[src/rtl/lfsr_gen.sv]
// rtl/lfsr_gen.sv - parametrised Fibonacci/Galois LFSR with seed load and zero-seed protection
// Optional period-measurement counter enabled by defining LFSR_PERIOD_CHECK_EN.
module lfsr_gen #(
  parameter int          N          = 20,
  parameter logic [N-1:0] POLY       = 20'h90000,
  parameter bit          GALOIS     = 1'b0,
  parameter logic [N-1:0] RESET_SEED = {{(N-1){1'b0}}, 1'b1}
) (
  input  logic         clk,
  input  logic         r,
  input  logic         load,
  input  logic [N-1:0] seed,
  input  logic         en,
  output logic [N-1:0] q,
  output logic [N-1:0] qbar,
  output logic         out_bit,
  output logic         seed_err,
  output logic         period_done,
  output logic [N-1:0] period
);

  localparam logic [N-1:0] ONE   = {{(N-1){1'b0}}, 1'b1};
  localparam logic [N-1:0] GMASK = {POLY[N-2:0], 1'b1};

  logic [N-1:0] step_val;
  logic [N-1:0] load_val;
  logic         seed_zero;

  generate
    if (GALOIS) begin : g_galois
      always_comb begin
        step_val = {q[N-2:0], 1'b0} ^ ({N{q[N-1]}} & GMASK);
      end
    end else begin : g_fibonacci
      always_comb begin
        step_val = {q[N-2:0], ^(q & POLY)};
      end
    end
  endgenerate

  // An all-zero seed would lock the register up, so it is replaced by 1.
  assign seed_zero = (seed == '0);
  assign load_val  = seed_zero ? ONE : seed;

  always_ff @(posedge clk) begin
    seed_err <= 1'b0;
    if (r) begin
      q    <= RESET_SEED;
      qbar <= ~RESET_SEED;
    end else if (load) begin
      q        <= load_val;
      qbar     <= ~load_val;
      seed_err <= seed_zero;
    end else if (en) begin
      q    <= step_val;
      qbar <= ~step_val;
    end
  end

  assign out_bit = q[N-1];

`ifdef LFSR_PERIOD_CHECK_EN
  logic [N-1:0] cnt;
  logic [N-1:0] seed_reg;
  logic         cnt_sat;

  assign cnt_sat = (cnt == '1);

  always_ff @(posedge clk) begin
    period_done <= 1'b0;
    if (r) begin
      cnt      <= '0;
      seed_reg <= RESET_SEED;
      period   <= '0;
    end else if (load) begin
      cnt      <= '0;
      seed_reg <= load_val;
    end else if (en) begin
      if (step_val == seed_reg) begin
        period_done <= 1'b1;
        period      <= cnt_sat ? cnt : cnt + ONE;
        cnt         <= '0;
      end else if (!cnt_sat) begin
        cnt <= cnt + ONE;
      end
    end
  end
`else
  assign period_done = 1'b0;
  assign period      = '0;
`endif

endmodule

[config.mk]
export PLATFORM = sky130hd
export DESIGN_NAME = lfsr_gen
export DESIGN_NICKNAME = d
export VERILOG_FILES = /design/src/rtl/lfsr_gen.sv
export SDC_FILE = /design/constraint.sdc
export NUM_CORES = 1
export LEC_CHECK = 0
export ABC_AREA = 1
export CAP_MARGIN = 25
export CORE_AREA = 2 2 74 76
export DETAILED_ROUTE_END_ITERATION = 8
export DIE_AREA = 0 0 76 78
export PLACE_DENSITY_LB_ADDON = 0.08
export SLEW_MARGIN = 20
export SYNTH_ARGS = -nofsm -noshare
export SYNTH_HDL_FRONTEND = slang
export SYNTH_SLANG_ARGS = --single-unit
[constraint.sdc]
create_clock -name clk -period 1 [get_ports clk]
set_input_delay 0.2 -clock clk [delete_from_list [all_inputs] [get_ports clk]]
set_output_delay 0.2 -clock clk [all_outputs]
set_load 0.03 [all_outputs]
**Gate families picked out**

Drawn at 6 px/micron.
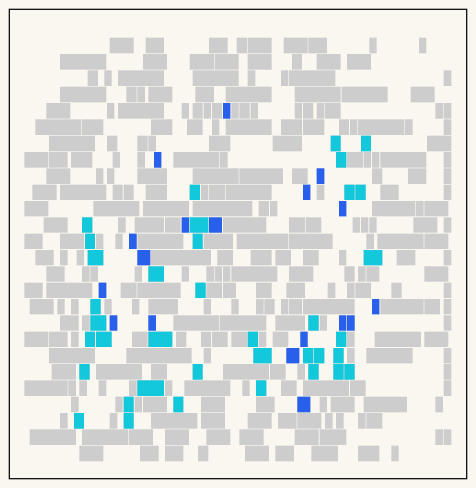
family	colour	cells	most used
aoi and oai cells	cyan	37	a21oi_1
nor cells	blue	18	nor2_1

**Port wiring**

Drawn at 4 px/micron.
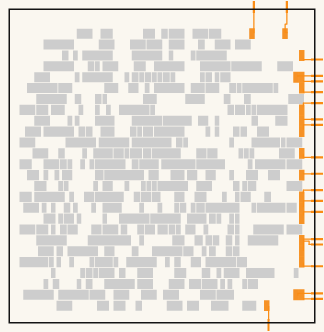
port	colour	bits	direction	end cells	wire
period	orange	20	output	20	69.3 microns
I/O pins: 87
PortBufs: 65

**Clock wiring as the flow saved it**

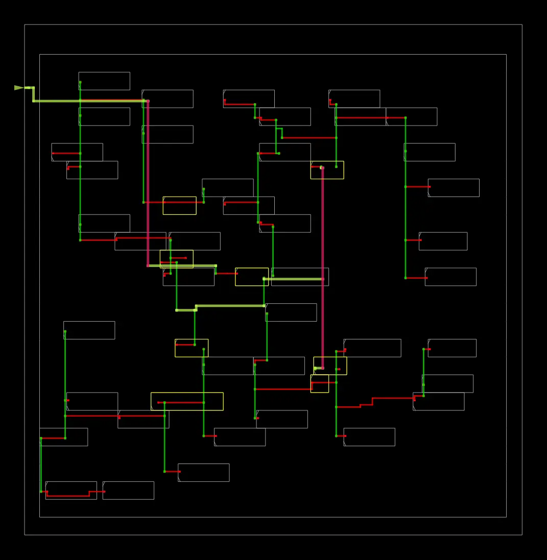
later-pin clock latency in the skew report: 0.29 ns
final setup skew: 0.00675 ns
CTS sink cnt: 41

**Drive-strength map**

Drawn at 6 px/micron.
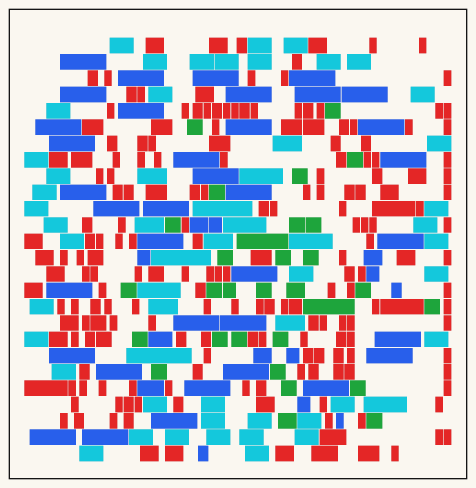
size	colour	cells
x3 and x4	green	30
x1 and smaller	red	195
x2	blue	49
x6 and larger	cyan	55
Area Growth Syn to Fin: 59.9%
Signal buffers: 94
Final Worst Setup Slack: -0.0180 ns
Design Area, Final: 2960 sq um

==> impl_metrics.csv <==
group,metric,value,unit
setup_path,cp.depth,1,
power_and_ir_drop,p_comb,1.19,mW
drt,routed.top_layer,"met4",
min_path,hold_class,"primary input to flop",
sta,worst_hold_slack,0.340,ns
cells_and_area,flops,41,
setup_path,crit_path_start_kind,"flop",
floorplan,rows,26,
placement,place_congestion,0.776,
sta,grt_setup_unrepaired,"yes",
synth,ys_sh_simple,22.9,%
drt,wl_met3,272,microns
sta,finalHoldViolCount,0,
setup_path,regToRegEndpoint,"q[9]",
flow_run,drv_cap,0,
synth,ys.flop_type,"dfxtp_1",
power_and_ir_drop,power_frac_seq,42.1,%
floorplan,die_h,78,microns
grt,grt_pass1_vias,1742,
floorplan,die_width,76,microns
synth,async_reset_ff_share,0,%
sta,finalWorstSetupSlack,-0.0180,ns
cells_and_area,area_dominant_class,"non-clock buffers",
grt,top_usage_layer,"met2",
setup_path,cp_slowest_cell,"dfxtp_4",
clock_network,cts_tree,"done",
floorplan,fp_util,36.7,%
synth,topCellsByArea,"dfxtp_1, nand2_1, buf_4",
power_and_ir_drop,sw_frac_of_total,30.5,%
clock_network,cts_root_buf,"clkbuf_8",
synth,aoi_share,15.8,%
cells_and_area,final_common_cell,"nand2_1",
cells_and_area,num-multi-input-gates,169,
setup_path,worstSetupEndpoint,"out_bit",
drt,m1WireLength,2.22,mm
clock_network,cts_made_buffers,5,
drt,first_iter_violations,94,
outcome,violations,"setup timing",
synth,edf_count,0,
min_path,holdPathEnd,"q[17]",
synth,syn-instance-count,242,
power_and_ir_drop,power_leakage,1.46,nW
cells_and_area,flop_area,873,sq um
synth,mux_share,0,%
min_path,hold_path_depth,5,
setup_path,ff2ff_setup_slack,0.06,ns
floorplan,dieArea,5930,sq um
setup_path,path_buffers,1,
setup_path,r2r-start,"q[8]",
drt,wire_per_inst,12.4,microns
power_and_ir_drop,pwr-share-clk,31.3,%
sta,finalMaxSlewViolations,0,
grt,grt_use_total,17.1,%
power_and_ir_drop,combPwrFrac,26.6,%
floorplan,core-area,5040,sq um
cells_and_area,fin_util,58.7,%
drt,drc_errors,0,
cells_and_area,nNonClkInverters,17,
power_and_ir_drop,total_power,4.46,mW
drt,wl,4.93,mm
drt,ant_nets,0,
placement,hpwl,3.40,mm
synth,yosysUniqueCellTypes,25,
cells_and_area,clockNetworkAreaShare,4.06,%
cells_and_area,drive_gt1_share,40.7,%
synth,top_area_share,44.4,%
synth,yosysWarningCount,0,
sta,setup-violations-final,2,
power_and_ir_drop,p_clk,1.39,mW
cells_and_area,antenna_cells,0,
clock_network,hold_buffers,0,
setup_path,slowest_delay,0.39,ns
grt,use_met1,21.8,%
flow_run,tool_warnings,29,
grt,grt_max_degree,32,
sta,fin_tns_setup,-0.0359,ns
drt,drtPass1Iterations,4,
min_path,min_from,"seed[17]",
synth,adder_share,0,%
cells_and_area,final_nets,352,
placement,dpl-instance-area,2540,sq um
grt,grt_use_met2,28.2,%
synth,ys.flops,41,
clock_network,clockBufferDepth,2,
grt,antenna_found_initial,0,
power_and_ir_drop,power-top-group,"sequential cells",
cells_and_area,sh_comb_area,27.5,%
drt,met2_length,2.35,mm
synth,most_common_cell,"nand2_1",
sta,fin_crit_sh,102,%
setup_path,path_cells,"buf_6",
setup_path,path_class,"flop to output port",
sta,max_freq,982,MHz
clock_network,path_clk_slew,0.08,ns
drt,via_count,1816,
grt,grt-ovfl-total,0,
setup_path,critPathRequiredTime,0.80,ns
cells_and_area,comb_area,815,sq um
setup_path,worstPathArrival,0.82,ns
power_and_ir_drop,power.internal,3.10,mW
synth,synth_area_per_cell,7.64,sq um
synth,ys_seq_share,44.4,%
sta,fin_crit,1.02,ns
cells_and_area,fill_cells,480,
setup_path,ff2ff_path_depth,4,
synth,largest_area_cell,"dfxtp_1",
setup_path,crit_start,"q[19]",
setup_path,worstPathMaxFanout,5,
grt,grt_util_met3,3.14,%
clock_network,cts_setup_buffers,2,
floorplan,nWellTaps,70,
grt,grt_pass1_wl,8.18,mm
power_and_ir_drop,power_density,1510,nW/um^2
clock_network,cts_max_level,2,
placement,dp_cells,385,
outcome,status,"finished, violations left",
cells_and_area,buf_share,33.4,%
placement,dp_slack,-0.609,ns
cells_and_area,final_cells,399,
synth,netlist_top_cells_count,"nand2_1, dfxtp_1, buf_4",
synth,netlist_area,1850,sq um
cells_and_area,seq_share,29.5,%
synth,ys_area,1850,sq um
setup_path,crit_path_end_kind,"output port",
power_and_ir_drop,switching_power,1.36,mW
cells_and_area,final_cell_mix,"nand2_1, buf_6, dfxtp_2",
clock_network,ctsResizeCount,84,
drt,viasPerCell,4.55,
cells_and_area,top_regs,"q (20), qbar (20), seed_err (1)",
synth,synth-xor-area-share,0,%
power_and_ir_drop,vdd_drop_max,815,uV
synth,ys_top_logic_family,"simple AND/OR/NAND/NOR gates",
power_and_ir_drop,p_seq,1.88,mW
synth,ys_cells,242,
setup_path,crit_family,"flip-flops",
cells_and_area,clkbuf_count,6,
Power and IR drop assume default switching activity.
